==> config.mk <==
export PLATFORM = sky130hd
export DESIGN_NAME = addsub_pipe_flat
export DESIGN_NICKNAME = d
export VERILOG_FILES = /design/src/rtl/addsub_pkg.sv /design/src/rtl/addsub_pipe_if.sv /design/src/rtl/addsub_stage.sv /design/src/rtl/addsub_pipe.sv /design/src/flat_wrapper.sv
export SDC_FILE = /design/constraint.sdc
export NUM_CORES = 1
export LEC_CHECK = 0
export CORE_ASPECT_RATIO = 0.8
export CORE_MARGIN = 4
export CORE_UTILIZATION = 37
export DETAILED_ROUTE_END_ITERATION = 8
export GPL_TIMING_DRIVEN = 0
export PLACE_DENSITY = 0.68
export SETUP_SLACK_MARGIN = 0.1
export SYNTH_ARGS = -nofsm -noshare
export SYNTH_HDL_FRONTEND = slang
export SYNTH_SLANG_ARGS = --single-unit
==> constraint.sdc <==
create_clock -name clk -period 2.29 [get_ports clk]
set_input_delay 0.5725 -clock clk [delete_from_list [all_inputs] [get_ports clk]]
set_output_delay 0.5725 -clock clk [all_outputs]
set_load 0.01 [all_outputs]
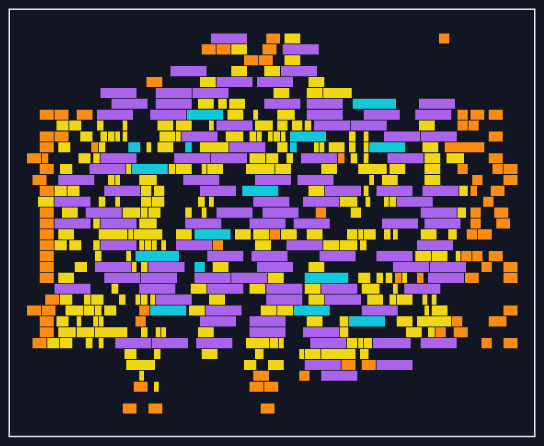
**Above:** run 1 (placement by cell class).
Scale: 4 px per micron.
Key: yellow = combinational and other logic [cells 223, share of their area 34%]; orange = remaining buffers and delay cells [cells 87, share of their area 15%]; purple = sequential cells [cells 98, share of their area 45%]; cyan = clock drivers and dummy loads [cells 16, share of their area 6.3%]
proportion of cell area occupied by registers: 43.49%
Finished Cell Area: 5642 sq um
total number of placement rows: 35
fraction of the core area covered by cells at the end of the flow: 48.25%
floorplan core area: 11,690 sq um

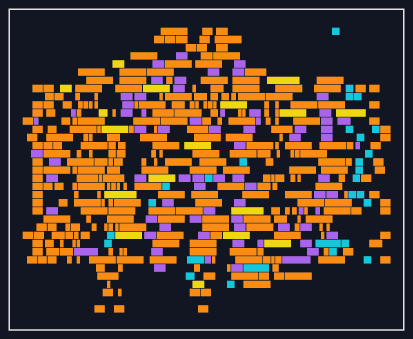
**Above:** run 1 (drive-strength map).
Scale: 3 px per micron.
Key: purple = _2 cells [cells 72, share 17%, most used mux2_2]; orange = _0 and _1 cells [cells 307, share 72%, most used dfrtp_1]; yellow = _6 and larger [cells 17, share 4.0%, most used clkbuf_16]; cyan = _3 and _4 cells [cells 28, share 6.6%, most used buf_4]
Area Overhead vs Synth: 25.95%
minimum setup slack in the final design: 0.1525 ns
Repair and plain buffers: 87

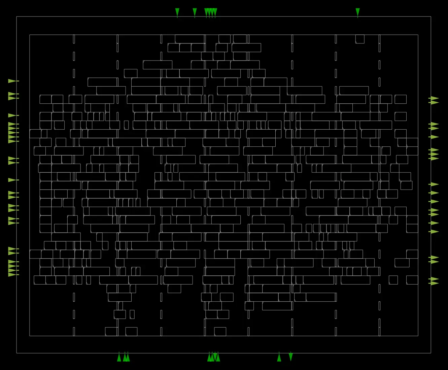
**Above:** run 1 (cell placement).
final std cells w/o fill: 572
Taps Inserted: 148
# fillers: 1,062
sequential cell count of the final layout: 98

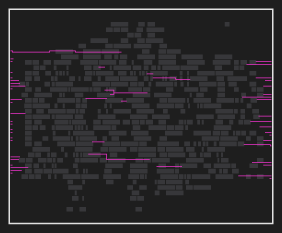
**Above:** run 1 (met3 routing).
Scale: 2 px per micron.
The wires run mostly horizontal. The layer holds 4.5% of the routed length. 44 nets have wire on it. The layer carries 366 microns of wire. The longest straight run is 23.0 microns.
via total after detailed routing: 2,671
grt met3 use: 3.918%
routed wire length: 8101 microns

==> metrics.csv, run 1 <==
stage,metric,value,unit
yosys,synth.mux.area_fraction,16.34,%
yosys,synth.top_cells.by_count,"sky130_fd_sc_hd__dfrtp_1, sky130_fd_sc_hd__mux2_2, sky130_fd_sc_hd__nand2_1",
placed_design,dpl.hpwl,6260,microns
global_route,global_route.overflow_total,0,
timing,final.setup_skew,0.008845,ns
power,comb-power,2090,uW
timing,grt_setup_unrepaired,yes,
power,power.group.top,sequential cells,
power,net-switching-power,1903,uW
layout,drive_gt1_share,27.59,%
placed_design,gp_congestion,0.7466,
clock_tree,cts_h_tree_lvls,3,
worst_setup_path,cpPeakStageDelay,0.44,ns
worst_setup_path,crit_path_start_kind,input port,
global_route,track_usage,12.90,%
worst_setup_path,crit_arrival,1.56,ns
timing,final_setup_fails,0,
power,power-per-cell-area,1164,nW/um^2
route,route.detailed.vias_per_inst,4.670,
floorplanning,floorplanUtilization,38.31,%
yosys,synthFlopType,sky130_fd_sc_hd__dfrtp_1,
layout,antenna_cells,0,
yosys,yosys.area_share.simple,5.670,%
status,status,completed,
clock_tree,cts_tree,built,
worst_setup_path,crit_buf_inv,2,
clock_tree,cts.hold.buffers_added,0,
route,first_pass_iters,4,
yosys,postSynth.asyncResetShare,100.0,%
timing,timing.final.max_slew_violations,0,
flow_run,stage_log_warnings,27,
placed_design,dp_cells,555,
power,p_comb_share,31.8,%
layout,layout_top_cells_excl_fill_tap,"sky130_fd_sc_hd__dfrtp_1, sky130_fd_sc_hd__mux2_2, sky130_fd_sc_hd__clkdlybuf4s50_1",
floorplanning,count_of_pins_on_the_block_boundary,59,
global_route,grt_pass1_vias,2892,
layout,final_nets,477,
yosys,synth.yosys.num_cells,349,
power,design_power_total,6566,uW
==> run 1: per-layer routing <==
metal / track usage (%) / share of wire [%] / vias to the layer above
met4: 2.863 / 0.60 / 0
li1: - / - / 1307
met3: 3.918 / 4.5 / 8
met2: 18.91 / 45 / 56
met5: 0 / 0 / -
met1: 18.81 / 50 / 1300
==> run 1: what timing repair did <==
action	4_1_cts	5_1_grt
endpoints found under the setup margin	2	2
gates resized	14	3
hold endpoints to repair	0	0
pin swaps	1	1
setup buffers	1	0
==> run 1: final cells by class <==
type,instances,area (sq um),share of cell area (%)
inverters,17,63.81,1.131
plain buffers,28,205.2,3.637
clock buffers,9,225.2,3.992
clock inverters,7,116.4,2.063
repair buffers,59,601.8,10.67
flip-flops and latches,98,2454,43.49
multi-input cells,206,1790,31.74
well taps,148,185.2,3.282
**Run 1: where the registers sit**

Scale: 3 px per micron.
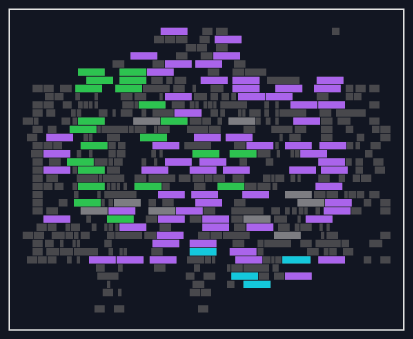

--- run 2 (diff from run 1) ---
- CORE_MARGIN: 4 -> not set
- SLEW_MARGIN: not set -> 25
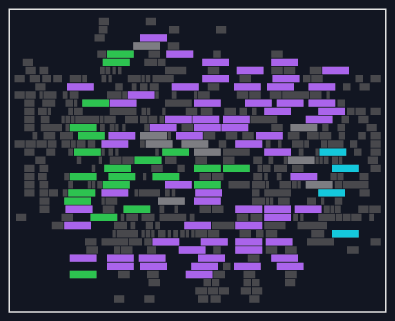
**Above:** run 2 (where the registers sit).
Scale: 3 px per micron.
Key: green = u_core.g_stage.u_stage.b_o [sequential cells 21]; purple = u_core.g_stage.u_stage.a_o [sequential cells 64]; cyan = u_core.g_stage.u_stage.valid_o [sequential cells 4, where right middle]
combined flip-flop and latch cell area: 2452 sq um
fraction of the core area covered by cells at the end of the flow: 47.88%

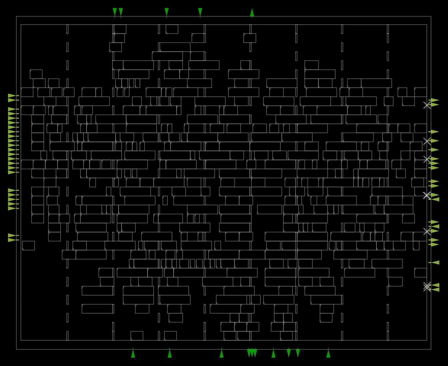
**Above:** run 2 (cell placement).
floorplan core area: 11,650 sq um
# fillers: 1,093
proportion of cell area occupied by registers: 43.97%
final std cells w/o fill: 571

==> run 2 against run 1 <==
Effect of this change: the flow now finishes with violations (DRC); worst hold slack improved by 0.038 ns; sequential power barely moved; combinational power about the same; clock power down 19%; clock skew is 0.00065 ns lower; routed wire length up 1.0%; final cell count shrank 0.17%; maximum frequency fell by 3.6%; register-to-register slack gained 0.05 ns; flip-flop count unchanged; largest cell class unchanged.
==> metrics.csv, run 2 <==
stage,metric,value,unit
status,status,"finished, violations left",
status,violations_in_the_final_reports,DRC,
yosys,yosys.area_share.simple,5.670,%
worst_setup_path,crit_buf_inv,1,
yosys,postSynth.asyncResetShare,100.0,%
layout,final_nets,478,
flow_run,stage_log_warnings,28,
yosys,synth.mux.area_fraction,16.34,%
floorplanning,floorplan.rows,35,
global_route,globalRoute.busiestLayer,met2,
global_route,grtUsageMet2,22.39,%
yosys,synth.top_cells.by_count,"sky130_fd_sc_hd__dfrtp_1, sky130_fd_sc_hd__mux2_2, sky130_fd_sc_hd__nand2_1",
floorplanning,floorplan.tapcells,148,
worst_setup_path,crit_path_start_kind,flip-flop,
floorplanning,count_of_pins_on_the_block_boundary,59,
global_route,global_route.overflow_total,0,
route,drcViolationCount,15,
worst_setup_path,crit_arrival,1.64,ns
route,met3_wl_post_dr,339,microns
layout,layout_top_cells_excl_fill_tap,"sky130_fd_sc_hd__dfrtp_1, sky130_fd_sc_hd__mux2_2, sky130_fd_sc_hd__clkdlybuf4s50_1",
layout,clock_tree_area_fraction,4.800,%
route,detailroute.wirelength.met2,3602,microns
layout,drive_gt1_share,27.42,%
timing,grt_setup_unrepaired,yes,
placed_design,dpl.hpwl,6219,microns
timing,final.setup_skew,0.008191,ns
layout,layout.sequential_cells,98,
layout,num-multi-input-gates,206,
power,power-per-cell-area,1113,nW/um^2
power,design_power_total,6206,uW
layout,comb_area_share,32.17,%
clock_tree,cts_h_tree_lvls,3,
layout,buffer_area_share,14.60,%
route,route.detailed.vias_per_inst,4.658,
layout,final_cell_area,5578,sq um
timing,timing.final.max_slew_violations,0,
placed_design,gp_congestion,0.7700,
layout,syn_to_final_growth,24.53,%
placed_design,dp_cells,555,
clock_tree,cts.hold.buffers_added,0,
global_route,grt_util_met1,19.52,%
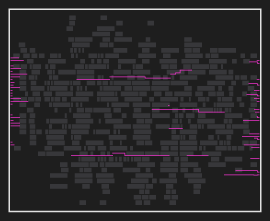
**Above:** run 2 (met3 routing).
Scale: 2 px per micron.
45 nets have wire on it. The wires run mostly horizontal. The layer carries 340 microns of wire. The layer holds 4.2% of the routed length. The longest straight run is 23.2 microns.
routed wire length: 8184 microns
grt met3 use: 4.638%
via total after detailed routing: 2,660

## run 2: netlist changes by cell type in the layout (fill, tap and decap cells not counted), sizes merged
| cell | change |
|---|---|
| clkinv | -1 |
| dlygate4sd2 | +1 |
| clkinvlp | +1 |
| clkbuf | +1 |
| bufinv | -3 |
| clkdlybuf4s15 | +1 |
| dlymetal6s2s | -1 |
## run 2: power breakdown
part / internal, uW / switching [uW] / leakage (uW) / total, uW
combinational: 1260 / 803 / 0.00118 / 2060
clock: 755 / 612 / 0.000127 / 1370
sequential: 2330 / 446 / 0.00117 / 2780
total: 4340 / 1860 / 0.00248 / 6210
## run 2: timing repair
action,CTS,global route
gates resized,11,1
pin swaps,3,2
endpoints found under the setup margin,2,1
hold endpoints to repair,0,0
setup buffers,2,0
Power and IR drop assume default switching activity.
